===== src/rtl/ebreak_halt_ctrl.sv =====
// ebreak_halt_ctrl
//
// Halt controller for a simulated core. It watches the retirement stream for
// an ebreak. When one retires it captures a0 as the exit code and the ebreak
// pc, freezes the pipeline and waits for the LSU to drain. It then offers a
// halt report to the testbench over a valid/ready handshake and parks in
// HALTED until reset.
//
// Parameters
//   XLEN       datapath width of pc and a0
//   DRAIN_MAX  maximum number of DRAIN cycles spent waiting for lsu_busy to clear
//
// Ports
//   clock         sole clock, all state updates on the rising edge
//   reset_n       asynchronous active-low reset
//   commit_valid  one instruction retires this cycle
//   commit_inst   retiring instruction word
//   commit_pc     retiring pc
//   a0            architectural x10, sampled on the ebreak commit
//   lsu_busy      outstanding memory transaction
//   freeze        stall fetch/commit (combinational in the ebreak cycle)
//   halt_valid    halt report offered
//   halt_ready    report accepted
//   halt_code     captured a0
//   halt_pc       captured ebreak pc
//   halt_timeout  drain gave up after DRAIN_MAX cycles with lsu_busy still high
//   cycle_cnt     cycles spent outside HALTED
//   instret_cnt   instructions retired in RUN, including the ebreak
//
// Build option
//   NPC_HALT_PERF_CNT_EN  when defined, builds the two 64-bit perf counters.
//                         When undefined, cycle_cnt and instret_cnt are tied
//                         to zero and no counter flops exist.

module ebreak_halt_ctrl #(
  parameter int XLEN      = 64,
  parameter int DRAIN_MAX = 255
) (
  input  logic            clock,
  input  logic            reset_n,
  input  logic            commit_valid,
  input  logic [31:0]     commit_inst,
  input  logic [XLEN-1:0] commit_pc,
  input  logic [XLEN-1:0] a0,
  input  logic            lsu_busy,
  output logic            freeze,
  output logic            halt_valid,
  input  logic            halt_ready,
  output logic [XLEN-1:0] halt_code,
  output logic [XLEN-1:0] halt_pc,
  output logic            halt_timeout,
  output logic [63:0]     cycle_cnt,
  output logic [63:0]     instret_cnt
);

  localparam logic [31:0] EBREAK_INST = 32'h0010_0073;
  // Wide enough to hold DRAIN_MAX itself.
  localparam int CW = $clog2(DRAIN_MAX + 2);

  typedef enum logic [1:0] {
    ST_RUN    = 2'd0,
    ST_DRAIN  = 2'd1,
    ST_REPORT = 2'd2,
    ST_HALTED = 2'd3
  } state_t;

  state_t          state_q, state_d;
  logic [XLEN-1:0] halt_code_q, halt_code_d;
  logic [XLEN-1:0] halt_pc_q, halt_pc_d;
  logic            halt_timeout_q, halt_timeout_d;
  logic            halt_valid_q, halt_valid_d;
  logic [CW-1:0]   drain_cnt_q, drain_cnt_d;
  logic [CW-1:0]   drain_inc_s;
  logic            ebreak_s;

  // An ebreak only counts while running; later ones are ignored.
  assign ebreak_s    = (state_q == ST_RUN) && commit_valid && (commit_inst == EBREAK_INST);
  // The count includes the current DRAIN cycle, so the timeout fires on the
  // DRAIN_MAX-th DRAIN cycle.
  assign drain_inc_s = drain_cnt_q + {{(CW-1){1'b0}}, 1'b1};

  // freeze must already be high in the ebreak commit cycle.
  assign freeze       = (state_q != ST_RUN) || ebreak_s;
  assign halt_valid   = halt_valid_q;
  assign halt_code    = halt_code_q;
  assign halt_pc      = halt_pc_q;
  assign halt_timeout = halt_timeout_q;

  // Next-state and capture logic for the halt sequence.
  always_comb begin
    state_d        = state_q;
    halt_code_d    = halt_code_q;
    halt_pc_d      = halt_pc_q;
    halt_timeout_d = halt_timeout_q;
    drain_cnt_d    = drain_cnt_q;
    halt_valid_d   = 1'b0;
    case (state_q)
      ST_RUN: begin
        if (ebreak_s) begin
          halt_code_d    = a0;
          halt_pc_d      = commit_pc;
          halt_timeout_d = 1'b0;
          drain_cnt_d    = {CW{1'b0}};
          state_d        = ST_DRAIN;
        end else begin
          state_d = ST_RUN;
        end
      end
      ST_DRAIN: begin
        drain_cnt_d = drain_inc_s;
        // A drained LSU wins over the timeout in the same cycle.
        if (!lsu_busy) begin
          state_d      = ST_REPORT;
          halt_valid_d = 1'b1;
        end else if (drain_inc_s >= CW'(DRAIN_MAX)) begin
          halt_timeout_d = 1'b1;
          state_d        = ST_REPORT;
          halt_valid_d   = 1'b1;
        end else begin
          state_d = ST_DRAIN;
        end
      end
      ST_REPORT: begin
        if (halt_valid_q && halt_ready) begin
          state_d      = ST_HALTED;
          halt_valid_d = 1'b0;
        end else begin
          halt_valid_d = 1'b1;
        end
      end
      ST_HALTED: begin
        state_d = ST_HALTED;
      end
      default: begin
        state_d = ST_RUN;
      end
    endcase
  end

  // Halt controller state registers.
  always_ff @(posedge clock or negedge reset_n) begin
    if (!reset_n) begin
      state_q        <= ST_RUN;
      halt_code_q    <= {XLEN{1'b0}};
      halt_pc_q      <= {XLEN{1'b0}};
      halt_timeout_q <= 1'b0;
      halt_valid_q   <= 1'b0;
      drain_cnt_q    <= {CW{1'b0}};
    end else begin
      state_q        <= state_d;
      halt_code_q    <= halt_code_d;
      halt_pc_q      <= halt_pc_d;
      halt_timeout_q <= halt_timeout_d;
      halt_valid_q   <= halt_valid_d;
      drain_cnt_q    <= drain_cnt_d;
    end
  end

`ifdef NPC_HALT_PERF_CNT_EN
  logic [63:0] cycle_cnt_q, cycle_cnt_d;
  logic [63:0] instret_cnt_q, instret_cnt_d;

  // Perf counter increments; both wrap naturally at 64 bits.
  always_comb begin
    cycle_cnt_d   = cycle_cnt_q;
    instret_cnt_d = instret_cnt_q;
    if (state_q != ST_HALTED) begin
      cycle_cnt_d = cycle_cnt_q + 64'd1;
    end else begin
      cycle_cnt_d = cycle_cnt_q;
    end
    if ((state_q == ST_RUN) && commit_valid) begin
      instret_cnt_d = instret_cnt_q + 64'd1;
    end else begin
      instret_cnt_d = instret_cnt_q;
    end
  end

  // Perf counter registers.
  always_ff @(posedge clock or negedge reset_n) begin
    if (!reset_n) begin
      cycle_cnt_q   <= 64'd0;
      instret_cnt_q <= 64'd0;
    end else begin
      cycle_cnt_q   <= cycle_cnt_d;
      instret_cnt_q <= instret_cnt_d;
    end
  end

  assign cycle_cnt   = cycle_cnt_q;
  assign instret_cnt = instret_cnt_q;
`else
  assign cycle_cnt   = 64'd0;
  assign instret_cnt = 64'd0;
`endif

endmodule


===== config.mk =====
export PLATFORM = sky130hd
export DESIGN_NAME = ebreak_halt_ctrl
export DESIGN_NICKNAME = d
export VERILOG_FILES = /design/src/rtl/ebreak_halt_ctrl.sv
export SDC_FILE = /design/constraint.sdc
export NUM_CORES = 1
export LEC_CHECK = 0
export CAP_MARGIN = 25
export CORE_AREA = 8 8 157 159
export DETAILED_ROUTE_END_ITERATION = 10
export DIE_AREA = 0 0 165 167
export PLACE_DENSITY = 0.71
export SYNTH_ARGS = -nofsm -noshare
export SYNTH_HDL_FRONTEND = slang
export SYNTH_SLANG_ARGS = --single-unit

===== constraint.sdc =====
create_clock -name clock -period 2.3 [get_ports clock]
set_clock_uncertainty 0.2 [all_clocks]
set_input_delay 0.345 -clock clock [delete_from_list [all_inputs] [get_ports clock]]
set_output_delay 0.345 -clock clock [all_outputs]
set_load 0.01 [all_outputs]

Run 1, clock wiring as the flow saved it:
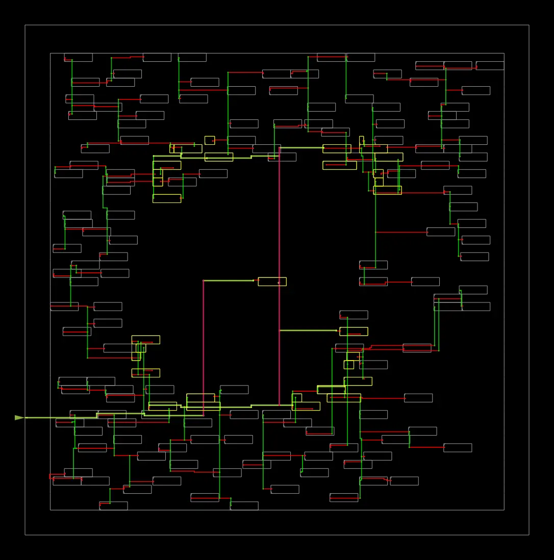
number of sequential cells: 141
CLK BUF: 19

Run 1, M2 wires:
Scale: 2 px per µm. Cells faint in the background.
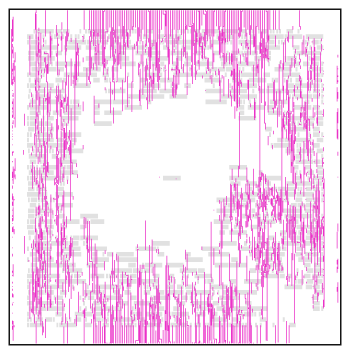
share of all routed wire: 49%
main direction: vertical
nets with wire on the layer: 1049
total vias in the final route: 5835
met2 GRT Util: 0.259

Run 1, nets reached from selected ports:
Scale: 2 px per µm.
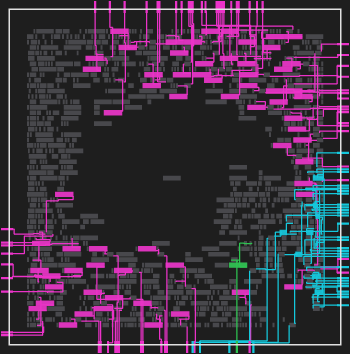
[magenta] halt_code | direction: output | edge: 24 north, 17 east, 14 south, 9 west | end cells: 64 | buffers: 64 | wire: 2400 µm
[cyan] commit_inst | direction: input | edge: 28 east, 4 south | end cells: 9 | buffers: 32 | wire: 1080 µm
[green] halt_timeout | direction: output | edge: south | end cells: 1 | buffers: 1 | wire: 67.8 µm

run 1: registers in the layout, summed over array words and instances (netlist names):
signal and cells:
halt_code 64, state_q 2, drain_cnt_q 9, halt_pc 64, halt_valid 1, halt_timeout 1
run 1: cells by family after synthesis:
group,Yosys count,synth area share
AND-OR/OR-AND,34,0.0329
XOR/XNOR,1,0.00130
adder cells (fa/ha/maj),6,0.0112
buffers and inverters,168,0.169
flip-flops,141,0.524
multiplexers,1,0.00149
other,1,0.000557
AND/OR/NAND/NOR,437,0.259
run 1: per-stage QoR:
stage               TNS, ps  area, µm²  std cells
global placement     -67640       9700       1364
finish                 -245      10700       1409
detailed placement   -71320       9700       1364
global route           -685      10700       1409
CTS                    -291      10400       1401
floorplan                 0       7210        916
==> out/summary.log, run 1 <==
INFO  run_status     status=finished, violations left
INFO  run_status     violations=negative setup slack
INFO  finish         seq_area=3530µm²
INFO  worst_setup_path cp_cell_sequence=clkdlybuf4s50_1 > nor4b_2 > nand3_2 > or3_4 > and2_4 > inv_2 > buf_6
INFO  finish         n_antenna_cell=0
INFO  power_and_ir_drop internal_power=4.47mW
INFO  synthesis      synth.yosys.num_cells=789
INFO  cts            cts-root-buf=clkbuf_16
INFO  floorplanning  chip_area=27600µm²
INFO  finish         num-nets-final=1282
INFO  timing         setup_ws=-245ps
INFO  worst_setup_path timing.reg2reg.setup_slack=30ps
INFO  finish         final_layout_top_logic_cells=385 x nand2_1, 293 x clkdlybuf4s50_1, 141 x dfrtp_1, 128 x conb_1, 24 x buf_4
INFO  worst_setup_path cp_slowest_stage_delay=460ps
INFO  timing         setup_viol=1
INFO  finish         combAreaFraction=0.248
INFO  timing         final_min_period_over_clock_period=1.11
INFO  timing         final_hold_viol_count=0
INFO  worst_setup_path critical_path_endpoint_category=output port
INFO  cts            clkSinkCount=141
INFO  synthesis      synth-edff-count=0
INFO  cts            number_of_buffers_added_to_fix_hold_violations_after_cts=1
INFO  worst_setup_path critPathArrivalTime=2000ps
INFO  synthesis      netlist.top_cell.by_instances=nand2_1
INFO  synthesis      synth_area_leader_cell=dfrtp_1
INFO  floorplanning  fp.dieH=167µm
INFO  cts            htree_levels=4
INFO  route          detailroute.wirelength.met3=2.14mm
INFO  power_and_ir_drop switching_share=0.233
INFO  cts            insertion_delay=410ps
INFO  synthesis      synth.yosys.warnings=0
INFO  cts            cts_made_buffers=17
INFO  floorplanning  die_w=165µm
INFO  global_route   grt-ovfl-total=0
INFO  finish         logic_gate_count=607
INFO  worst_setup_path family_with_the_most_delay_on_the_worst_path=simple AND/OR/NAND/NOR gates
INFO  timing         worst_slew_pin_slew=467ps
INFO  synthesis      netlist_instances=789
INFO  power_and_ir_drop comb_pwr=0.458mW
==> run 2, diff against run 1 <==
--- a/config.mk
+++ b/config.mk
@@ -7,6 +7,7 @@
 export LEC_CHECK = 0
 export CAP_MARGIN = 25
 export CORE_AREA = 8 8 157 159
+export CTS_CLUSTER_SIZE = 10
 export DETAILED_ROUTE_END_ITERATION = 10
 export DIE_AREA = 0 0 165 167
 export PLACE_DENSITY = 0.71
Run 2, routed metal, one colour a layer:
Scale: 3 px per µm. Only two layers are drawn.
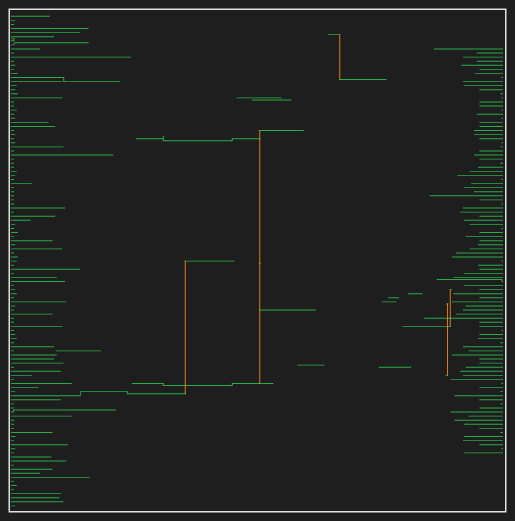
[green] metal 3 | wire length: 2140 µm
[orange] metal 4 | wire length: 180 µm
total track usage: 0.151
wirelength, routed: 22.7 mm

==> out/summary.log, run 2 <==
INFO  power_and_ir_drop internal_power=4.47mW
INFO  synthesis      synth_adder_area_share=0.0112
INFO  power_and_ir_drop comb_pwr=0.458mW
INFO  synthesis      netlist.top_cell.by_instances=nand2_1
INFO  cts            cts-root-buf=clkbuf_16
INFO  finish         num-nets-final=1282
INFO  cts            htree_levels=4
INFO  global_route   grt-ovfl-total=0
INFO  route          route.vias.total=5835
INFO  run_status     violations=negative setup slack
INFO  power_and_ir_drop pwr.group.sequential=2.48mW
INFO  power_and_ir_drop combPwrFrac=0.079
INFO  synthesis      yosys.area_share.simple=0.259
INFO  floorplanning  chip_area=27600µm²
INFO  finish         seq_area=3530µm²
INFO  synthesis      synth.yosys.warnings=0
INFO  finish         design_area=10700µm²
INFO  worst_setup_path timing.reg2reg.setup_slack=30ps
INFO  floorplanning  die_w=165µm
INFO  timing         final_min_period_over_clock_period=1.11
INFO  finish         combAreaFraction=0.248
INFO  synthesis      netlist_instances=789
INFO  timing         setup_viol=1
INFO  finish         post_layout_nonfiller_instances=1409
INFO  finish         logic_gate_count=607
INFO  cts            clk_path_buf_depth=2
INFO  run_status     status=finished, violations left
INFO  timing         final_hold_viol_count=0
INFO  worst_setup_path critical_path_endpoint_category=output port
INFO  floorplanning  design.core.area=22200µm²
INFO  synthesis      post_synth_main_logic_family=simple AND/OR/NAND/NOR gates
INFO  timing         setup_total_negative_slack=-245ps
INFO  finish         final_layout_top_logic_cells=385 x nand2_1, 293 x clkdlybuf4s50_1, 141 x dfrtp_1, 128 x conb_1, 24 x buf_4
INFO  synthesis      yosysChipArea=6730µm²
INFO  worst_setup_path cp_slowest_stage_delay=460ps
INFO  finish         layout-drive-gt1-share=0.0907
INFO  placement      place_area=9700µm²
INFO  finish         final_core_utilization=0.480
INFO  finish         clk_buf=19
INFO  synthesis      synth_mux_share=0.00149
INFO  synthesis      synth.cellmix.compoundShare=0.0329
INFO  synthesis      synth_area_leader_cell=dfrtp_1
INFO  timing         worst_slew_pin_slew=467ps
INFO  power_and_ir_drop switching_share=0.233
INFO  finish         n_antenna_cell=0
INFO  placement      place.detailed.instances=1364
INFO  timing         setup_ws=-245ps
INFO  finish         n_sequential_cell=141
INFO  synthesis      synth-edff-count=0
INFO  worst_setup_path cp_cell_sequence=clkdlybuf4s50_1 > nor4b_2 > nand3_2 > or3_4 > and2_4 > inv_2 > buf_6
INFO  worst_setup_path critPathArrivalTime=2000ps
INFO  worst_setup_path family_with_the_most_delay_on_the_worst_path=simple AND/OR/NAND/NOR gates
Run 2, clock wiring as the flow saved it:
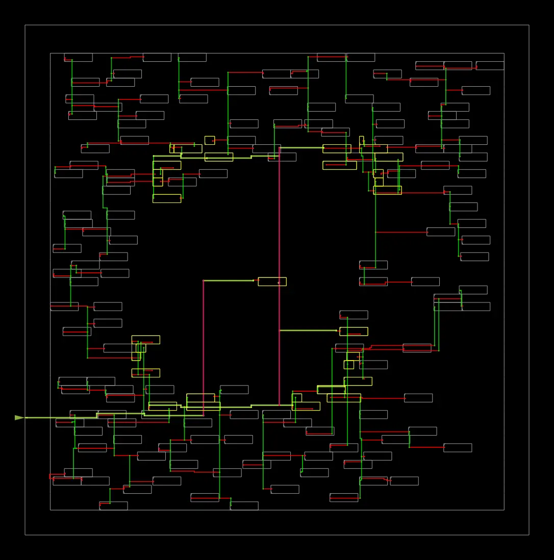
clock sinks: 141
TritonCTS Buffers: 17
clock network power: 2.89 mW
Late-Pin Clk Latency: 410 ps

run 2: timing repair:
item	in CTS	in global routing
hold buffers	1	0
setup buffers	7	2
gates resized	16	25
endpoints found under the hold margin	39	0
pin swaps	5	10
cloned	0	8
endpoints found under the setup margin	139	122
run 2: metal layers:
metal | vias to the layer above | wire (µm) | track usage
met2 | 256 | 11200 | 0.259
met4 | 0 | 179 | 0.0361
li1 | 2842 | - | -
met1 | 2724 | 9210 | 0.173
met5 | - | 0 | 0
met3 | 13 | 2140 | 0.0607
run 2: logic make-up after synthesis:
logic type	Yosys count
DFF	141
AOI/OAI and AO/OA	34
buffers and inverters	168
muxes	1
other	1
xor gates and xnor gates	1
and+or+nand+nor	437
adders and majority gates	6
Run 2, nets reached from selected ports:
Scale: 2 px per µm.
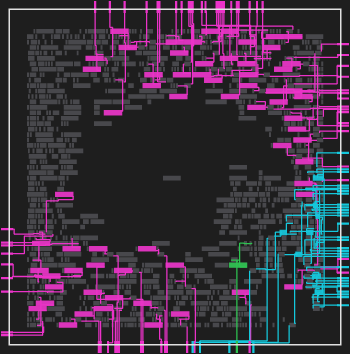

==> run 3, diff against run 2 <==
--- a/config.mk
+++ b/config.mk
@@ -6,11 +6,12 @@
 export NUM_CORES = 1
 export LEC_CHECK = 0
 export CAP_MARGIN = 25
-export CORE_AREA = 8 8 157 159
+export CORE_AREA = 8 8 161 163
 export CTS_CLUSTER_SIZE = 10
 export DETAILED_ROUTE_END_ITERATION = 10
-export DIE_AREA = 0 0 165 167
-export PLACE_DENSITY = 0.71
+export DIE_AREA = 0 0 169 171
+export DONT_BUFFER_PORTS = 1
+export PLACE_DENSITY = 0.44
 export SYNTH_ARGS = -nofsm -noshare
 export SYNTH_HDL_FRONTEND = slang
 export SYNTH_SLANG_ARGS = --single-unit
Run 3, nets reached from selected ports:
Scale: 2 px per µm.
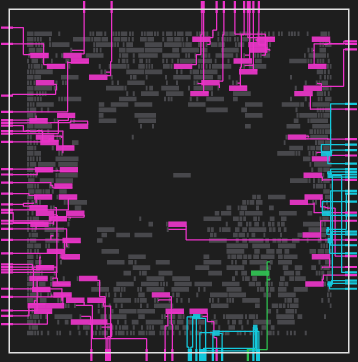
[cyan] commit_inst | direction: input | edge: 20 east, 12 south | end cells: 9 | buffers: 0 | wire: 647 µm
[magenta] halt_code | direction: output | edge: 31 west, 13 east, 12 north, 8 south | end cells: 64 | buffers: 0 | wire: 2140 µm
[green] halt_timeout | direction: output | edge: south | end cells: 1 | buffers: 0 | wire: 58.9 µm
PortBufs: 0
top-level I/O count: 424

Run 3, routed metal, one colour a layer:
Scale: 3 px per µm. Only two layers are drawn.
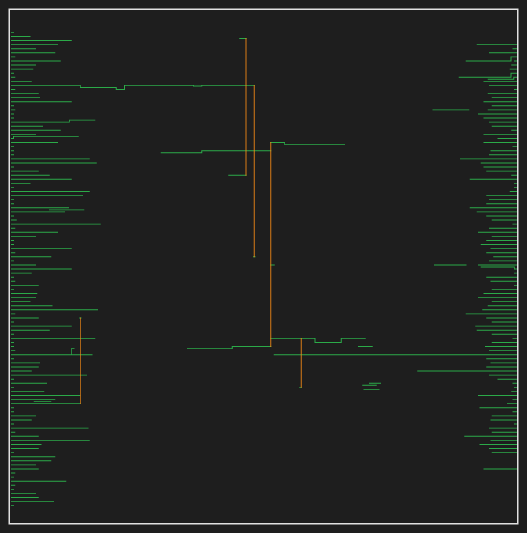
[green] metal 3 | wire length: 2320 µm
[orange] metal 4 | wire length: 216 µm

==> out/summary.log, run 3 <==
INFO  synthesis      post_synth_main_logic_family=simple AND/OR/NAND/NOR gates
INFO  cts            cts_made_buffers=17
INFO  finish         num-nets-final=1148
INFO  cts            clkSinkCount=141
INFO  floorplanning  die_w=169µm
INFO  worst_setup_path cp_slowest_stage_delay=390ps
INFO  synthesis      synth.cellmix.compoundShare=0.0329
INFO  power_and_ir_drop pwr.group.sequential=2.48mW
INFO  cts            insertion_delay=410ps
INFO  synthesis      synth.yosys.warnings=0
INFO  synthesis      yosys.area_share.simple=0.259
INFO  cts            cts-root-buf=clkbuf_16
INFO  timing         worst_slew_pin_slew=538ps
INFO  synthesis      synthXorXnorAreaFrac=0.00130
INFO  timing         setup_viol=139
INFO  timing         final_hold_viol_count=141
INFO  synthesis      netlist.top_cell.by_instances=nand2_1
INFO  route          route.vias.total=5396
INFO  cts            htree_levels=4
INFO  synthesis      synth_adder_area_share=0.0112
INFO  power_and_ir_drop internal_power=4.36mW
INFO  power_and_ir_drop switching_share=0.231
INFO  cts            cts_post_setup_buffers_inserted=6
INFO  timing         setup_total_negative_slack=-25260ps
INFO  floorplanning  fp.dieH=171µm
INFO  finish         clk_buf=17
INFO  floorplanning  chip_area=28900µm²
INFO  power_and_ir_drop combPwrFrac=0.053
INFO  cts            clk_path_buf_depth=2
INFO  timing         timing.hold.ws=-579ps
INFO  finish         combAreaFraction=0.278
INFO  timing         setup_ws=-309ps
INFO  power_and_ir_drop comb_pwr=0.300mW
INFO  worst_setup_path cp_cell_sequence=inv_2 > ha_4 > and4b_2 > nand4_1 > or3_4 > and2_4 > inv_6
INFO  finish         final_layout_top_logic_cells=370 x nand2_1, 141 x dfrtp_1, 129 x dlygate4sd3_1, 128 x conb_1, 38 x buf_4
INFO  finish         n_antenna_cell=1
INFO  run_status     violations=negative hold slack, negative setup slack
INFO  global_route   grt_util_all_layers=0.146
INFO  run_status     status=finished, violations left
INFO  cts            number_of_buffers_added_to_fix_hold_violations_after_cts=129
INFO  finish         logic_gate_count=607
INFO  synthesis      synth.yosys.num_cells=789
INFO  cts            cts.repair.resized=18
INFO  route          detail_route.wirelength=22.8mm
INFO  global_route   grt-ovfl-total=0
INFO  power_and_ir_drop powerClk=2.89mW
INFO  timing         final_min_period_over_clock_period=1.13
INFO  synthesis      netlist_instances=789
INFO  finish         seq_area=3530µm²
INFO  worst_setup_path critical_path_endpoint_category=output port
INFO  synthesis      synth-edff-count=0
INFO  worst_setup_path critPathArrivalTime=2060ps
[run 3: critical path, delay by kind of cell, from the launching register on]
family        cells  cell delay (ps)
flops             1              390
fa+ha+maj         1              150
buf+inv           2              160
simple gates      4              940
[run 3: through the flow]
step	util	hold slack [ps]	cell area, µm²	cells	setup slack, ps
2_1_floorplan	-	-151	7210	916	161
3_5_place_dp	0.296	-145	6880	1113	-182
5_1_grt	0.414	-612	9620	1309	-447
3_3_place_gp	0.296	-146	6880	1113	-144
6_report	0.414	-579	9620	1309	-309
4_1_cts	0.394	-606	9170	1288	-411
[run 3: layer usage]
metal	vias to the layer above	track usage	share of wire
met1	2551	0.162	0.38
met3	13	0.0650	0.10
met5	-	0	0
li1	2580	-	-
met4	0	0.0350	0.0094
met2	252	0.253	0.51
Power figures rest on the tool's default switching activity, not on a simulated workload.
